===== config.mk =====
export PLATFORM = sky130hd
export DESIGN_NAME = alu_pipe
export DESIGN_NICKNAME = d
export VERILOG_FILES = /design/src/rtl/alu_pkg.sv /design/src/rtl/mul_iter.sv /design/src/rtl/alu_pipe.sv
export SDC_FILE = /design/constraint.sdc
export NUM_CORES = 1
export LEC_CHECK = 0
export ABC_AREA = 1
export ABC_CLOCK_PERIOD_IN_PS = 2550
export CELL_PAD_IN_SITES_DETAIL_PLACEMENT = 1
export CELL_PAD_IN_SITES_GLOBAL_PLACEMENT = 2
export CORE_MARGIN = 2
export CORE_UTILIZATION = 30
export CTS_CLUSTER_SIZE = 12
export DETAILED_ROUTE_END_ITERATION = 10
export GPL_TIMING_DRIVEN = 1
export PLACE_DENSITY_LB_ADDON = 0.1
export SLEW_MARGIN = 20
export SYNTH_ARGS = -nofsm -noshare
export SYNTH_HDL_FRONTEND = slang
export SYNTH_HIERARCHICAL = 1
export SYNTH_SLANG_ARGS = --single-unit

===== constraint.sdc =====
create_clock -name Clk -period 2.55 [get_ports Clk]
set_clock_uncertainty 0.15 [all_clocks]
set_input_delay 0.255 -clock Clk [delete_from_list [all_inputs] [get_ports Clk]]
set_output_delay 0.255 -clock Clk [all_outputs]
set_load 0.02 [all_outputs]

===== src/rtl/alu_pkg.sv =====
// Shared types for the handshaked ALU: opcode and FSM state encodings,
// plus the multiplier step-count helper.
package alu_pkg;

  typedef enum logic [2:0] {
    OP_ADD   = 3'b000,
    OP_AND   = 3'b001,
    OP_NOT   = 3'b010,
    OP_PASSA = 3'b011,
    OP_SUB   = 3'b100,
    OP_XOR   = 3'b101,
    OP_MUL   = 3'b110,
    OP_SHL   = 3'b111
  } alu_op_t;

  typedef enum logic [1:0] {
    ST_IDLE = 2'b00,
    ST_BUSY = 2'b01,
    ST_DONE = 2'b10
  } alu_state_t;

  // One shift-add step per operand bit.
  function automatic int mul_steps(input int width);
    return width;
  endfunction

endpackage


===== src/rtl/mul_iter.sv =====
// Iterative shift-add multiplier: one partial product per step, returns the
// low WIDTH bits of the unsigned product; o_product is valid on the last step.
module mul_iter
  import alu_pkg::*;
#(
  parameter int WIDTH = 16
) (
  input  logic             i_clk,
  input  logic             i_rst_n,
  input  logic             i_start,
  input  logic             i_step,
  input  logic [WIDTH-1:0] i_a,
  input  logic [WIDTH-1:0] i_b,
  output logic             o_last,
  output logic [WIDTH-1:0] o_product
);

  localparam int CW = $clog2(WIDTH + 1);

  logic [WIDTH-1:0] r_acc;
  logic [WIDTH-1:0] r_mcand;
  logic [WIDTH-1:0] r_mplier;
  logic [CW-1:0]    r_cnt;
  logic [WIDTH-1:0] w_addend;
  logic [WIDTH-1:0] w_acc_next;

  assign w_addend   = r_mplier[0] ? r_mcand : '0;
  assign w_acc_next = r_acc + w_addend;
  assign o_last     = (r_cnt == CW'(1));
  // The final accumulation is exposed combinationally so the caller can
  // register the product on the same edge that ends the iteration.
  assign o_product  = w_acc_next;

  always_ff @(posedge i_clk or negedge i_rst_n) begin
    if (!i_rst_n) begin
      r_acc    <= '0;
      r_mcand  <= '0;
      r_mplier <= '0;
      r_cnt    <= '0;
    end else if (i_start) begin
      r_acc    <= '0;
      r_mcand  <= i_a;
      r_mplier <= i_b;
      r_cnt    <= CW'(mul_steps(WIDTH));
    end else if (i_step && (r_cnt != '0)) begin
      r_acc    <= w_acc_next;
      r_mcand  <= r_mcand << 1;
      r_mplier <= r_mplier >> 1;
      r_cnt    <= r_cnt - CW'(1);
    end
  end

endmodule


===== src/rtl/alu_pipe.sv =====
// Handshaked ALU with registered result and NZP/carry flags.
// Define ALU_MUL_EN to build the iterative multiplier; otherwise MUL reports illegal.
module alu_pipe
  import alu_pkg::*;
#(
  parameter int WIDTH = 16
) (
  input  logic             Clk,
  input  logic             Reset_n,
  input  logic             in_valid,
  output logic             in_ready,
  input  logic [2:0]       ALUK,
  input  logic [WIDTH-1:0] A,
  input  logic [WIDTH-1:0] B,
  output logic             out_valid,
  input  logic             out_ready,
  output logic [WIDTH-1:0] out,
  output logic [2:0]       nzp,
  output logic             carry,
  output logic             illegal
);

  localparam int SHW = $clog2(WIDTH);

  alu_op_t          w_op;
  alu_state_t       r_state;
  alu_state_t       w_state_next;
  logic             w_accept;
  logic             w_start_mul;
  logic             w_mul_last;
  logic             w_load;
  logic             w_sub;
  logic             w_cout;
  logic [WIDTH-1:0] w_b_sel;
  logic [WIDTH-1:0] w_sum;
  logic [WIDTH-1:0] w_res;
  logic [WIDTH-1:0] w_result;
  logic             w_res_carry;
  logic             w_res_illegal;
  logic [WIDTH-1:0] r_out;
  logic [2:0]       r_nzp;
  logic             r_carry;
  logic             r_illegal;

  assign w_op      = alu_op_t'(ALUK);
  assign in_ready  = (r_state == ST_IDLE) || ((r_state == ST_DONE) && out_ready);
  assign out_valid = (r_state == ST_DONE);
  assign w_accept  = in_valid && in_ready;

  // ADD and SUB share one adder: SUB feeds ~B with carry-in 1.
  assign w_sub   = (w_op == OP_SUB);
  assign w_b_sel = w_sub ? ~B : B;
  assign {w_cout, w_sum} = {1'b0, A} + {1'b0, w_b_sel} + {{WIDTH{1'b0}}, w_sub};

  always_comb begin
    w_res         = '0;
    w_res_carry   = 1'b0;
    w_res_illegal = 1'b0;
    case (w_op)
      OP_ADD, OP_SUB: begin
        w_res       = w_sum;
        w_res_carry = w_cout;
      end
      OP_AND:   w_res = A & B;
      OP_NOT:   w_res = ~A;
      OP_PASSA: w_res = A;
      OP_XOR:   w_res = A ^ B;
      OP_SHL:   w_res = A << B[SHW-1:0];
      OP_MUL: begin
`ifndef ALU_MUL_EN
        w_res_illegal = 1'b1;
`endif
      end
    endcase
  end

`ifdef ALU_MUL_EN
  logic [WIDTH-1:0] w_mul_prod;

  assign w_start_mul = w_accept && (w_op == OP_MUL);

  mul_iter #(
    .WIDTH (WIDTH)
  ) u_mul (
    .i_clk     (Clk),
    .i_rst_n   (Reset_n),
    .i_start   (w_start_mul),
    .i_step    (r_state == ST_BUSY),
    .i_a       (A),
    .i_b       (B),
    .o_last    (w_mul_last),
    .o_product (w_mul_prod)
  );

  assign w_result = (r_state == ST_BUSY) ? w_mul_prod : w_res;
`else
  assign w_start_mul = 1'b0;
  assign w_mul_last  = 1'b1;
  assign w_result    = w_res;
`endif

  always_ff @(posedge Clk or negedge Reset_n) begin
    if (!Reset_n) begin
      r_state <= ST_IDLE;
    end else begin
      r_state <= w_state_next;
    end
  end

  always_comb begin
    w_state_next = r_state;
    case (r_state)
      ST_IDLE: begin
        if (w_accept) w_state_next = w_start_mul ? ST_BUSY : ST_DONE;
      end
      ST_BUSY: begin
        if (w_mul_last) w_state_next = ST_DONE;
      end
      ST_DONE: begin
        if (out_ready) begin
          if (w_accept) w_state_next = w_start_mul ? ST_BUSY : ST_DONE;
          else          w_state_next = ST_IDLE;
        end
      end
      default: w_state_next = ST_IDLE;
    endcase
  end

  // Results are captured on single-cycle accept or on the last multiply step.
  assign w_load = (w_accept && !w_start_mul) || ((r_state == ST_BUSY) && w_mul_last);

  always_ff @(posedge Clk or negedge Reset_n) begin
    if (!Reset_n) begin
      r_out     <= '0;
      r_nzp     <= 3'b000;
      r_carry   <= 1'b0;
      r_illegal <= 1'b0;
    end else if (w_load) begin
      r_out     <= w_result;
      r_nzp     <= {w_result[WIDTH-1], (w_result == '0),
                    (!w_result[WIDTH-1] && (w_result != '0))};
      r_carry   <= (r_state == ST_BUSY) ? 1'b0 : w_res_carry;
      r_illegal <= (r_state == ST_BUSY) ? 1'b0 : w_res_illegal;
    end
  end

  assign out     = r_out;
  assign nzp     = r_nzp;
  assign carry   = r_carry;
  assign illegal = r_illegal;

endmodule


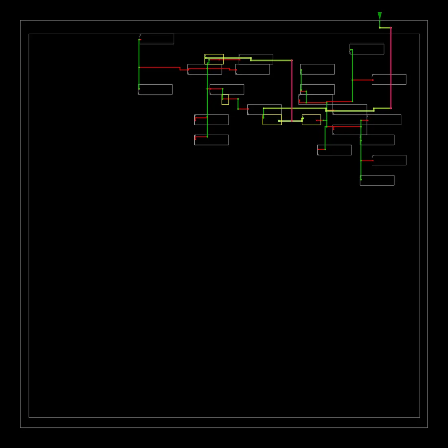
*Clock routing*
clk sinks: 21
Num CTS Buffers: 3
Clk Latency, worst-skew pair: 270 ps
Clock net power: 0.225 mW

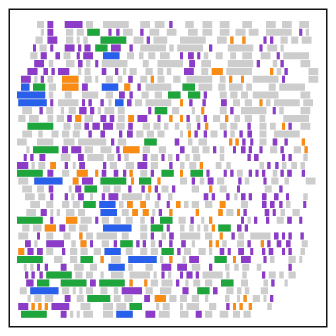
*Logic cells by family*
NOR gates -> orange  # cells 71, most used nor2_1
adder and majority cells -> green  # cells 36, most used ha_1
XOR/XNOR gates -> blue  # cells 15, most used xnor2_2
NAND gates -> purple  # cells 256, most used nand2_1, where spread over the die

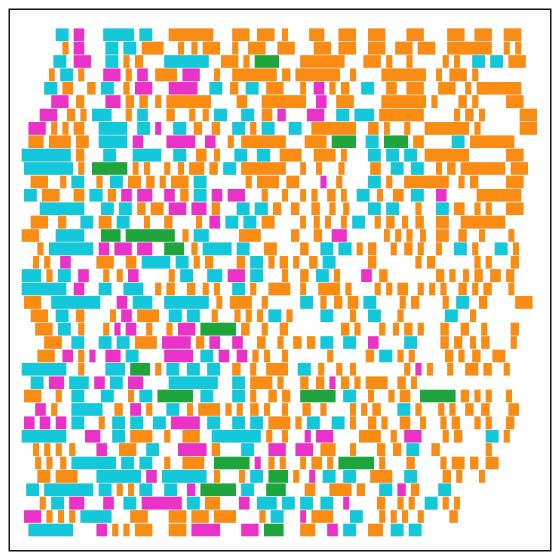
*Cell sizes after repair*
drive 6 and up -> green  # cells 18, share 2.3%, most used buf_12
drive 1 or less -> orange  # cells 486, share 63%, most used nand2_1
drive 2 -> magenta  # cells 90, share 12%, most used nand2_2
drive 3 to 4 -> cyan  # cells 180, share 23%, most used buf_4
post-route cell area: 6050 um2
Buffers excl. clock: 216
setup slack after layout: -122 ps

==> results_dict.tcl <==
# implementation run metrics
set metrics [dict create \
    post-cts-setup-buffers 17 \
    vias 4732 \
    gr-usage-met1_pct 37.2 \
    ctsHtreeMaxLevel 1 \
    synth.most_common_cell "nand2_1" \
    whs_ps 182 \
    aoi_share_pct 15.3 \
    vdd_drop_max_mv 0.226 \
    ys_cells 573 \
    utilization_pct 55.6 \
    synthTopLogicFamily "simple AND/OR/NAND/NOR gates" \
    mux_area_share_pct 0 \
    fin_tns_setup_ps -250 \
    antenna_found_initial 0 \
    ff2ff_setup_slack_ps 910 \
    required_ps 2610 \
    finish.net_count 850 \
    drtIter0Drc 256 \
    status "finished with violations" \
    top_cells_by_count "nand2_1 (183), nor2_1 (65), nand3_1 (59)" \
    track_usage_pct 28.4 \
    final-max-slew-violation-count 0 \
    grt_util_met3_pct 3.02 \
    lay_top_cells "nand2_1 (154), buf_4 (143), clkdlybuf4s50_1 (51)" \
    grt_overflow 0 \
    dpl.hpwl_um 13500 \
    seqPwrFrac_pct 18.9 \
    ys_seq_share_pct 15.7 \
    power_frac_clock_pct 10.0 \
    chipArea_um2 12000 \
    ys_ff 21 \
    topCellsByArea "nand2_1 (20%), dfrtp_1 (16%), ha_1 (13%)" \
    min_period_over_period_pct 105 \
    synth_top_area_share_pct 20.5 \
    yosys_area_um2 3350 \
    crit_top_cell "nand2_1" \
    power.total_mw 2.25 \
    powerSeq_mw 0.424 \
    drive_gt1_share_pct 37.2 \
    p_sw_share_pct 45.0 \
    met2_length_um 9050 \
    fin_cells 914 \
    worst-path-max-fanout 5 \
    grt.busiest_layer "met2" \
    powerComb_mw 1.60 \
    antenna_left 0 \
    grt_start_max_net_pins 23 \
    synth_area_leader_cell "nand2_1" \
    initial_core_util_pct 30.8 \
    violations "setup timing" \
    place_ws_ps -923 \
    crit_slowest_cell "ha_4" \
    num_antenna_cells 0 \
    crit_type "primary input to register" \
    reg2reg_to "nzp[1]" \
    die_h_um 110 \
    async_reset_ff_share_pct 100 \
    drv_cap 0 \
    ios 62 \
    p_leak_nw 2.93 \
    routedWlPerCell_um 19.9 \
    max_freq_ghz 0.374 \
    routed.top_layer "met4" \
    grt_pass1_vias 4874 \
    setup_ws_ps -122 \
    synth_cell_type_count 32 \
    pwr_density_cell_nw_per_um2 371 \
    setup_violations 3 \
    cts_tree "done" \
    combPwrFrac_pct 71.1 \
    critical_path.top_delay_family "simple AND/OR/NAND/NOR gates" \
    cp-start-kind "primary input" \
    nFillCells 1386 \
    clk_pin_slew_ps 80 \
    synth_area_um2 3350 \
    ff_type "dfrtp_1" \
    relSlewSlack_pct 62.9 \
    fp-row-count 38 \
    post_cts_resized 83 \
    yosysWarnings 6 \
    worst_path_largest_cell_delay_ps 300 \
    grt_pass1_wl_um 25800 \
    postSynthAreaPerCell_um2 5.85 \
    finalHoldViolations 0 \
]
==> area by class of cell <==
cell class / instances / area [um2] / area share (%)
Multi-Input combinational cell: 481 / 3210 / 53.1
Timing Repair Buffer: 216 / 1890 / 31.3
Tap cell: 140 / 175 / 2.89
Clock buffer: 3 / 41.3 / 0.682
Inverter: 52 / 199 / 3.29
Sequential cell: 21 / 526 / 8.68
Clock inverter: 1 / 5.00 / 0.0827
==> worst reg2reg max path, cell delays in order, from the launching register on <==
cell	delay [ps]
dfrtp_1	350
nand2_1	90
nand2_1	90
clkinv_1	450
nand4_1	330
nand2_1	70
==> state kept, by name, summed over array words and instances (netlist names) <==
| signal | count |
|---|---|
| carry | 1 |
| illegal | 1 |
| nzp | 2 |
| out | 16 |
| r_state | 1 |
Power is estimated from default activity; no workload was simulated.
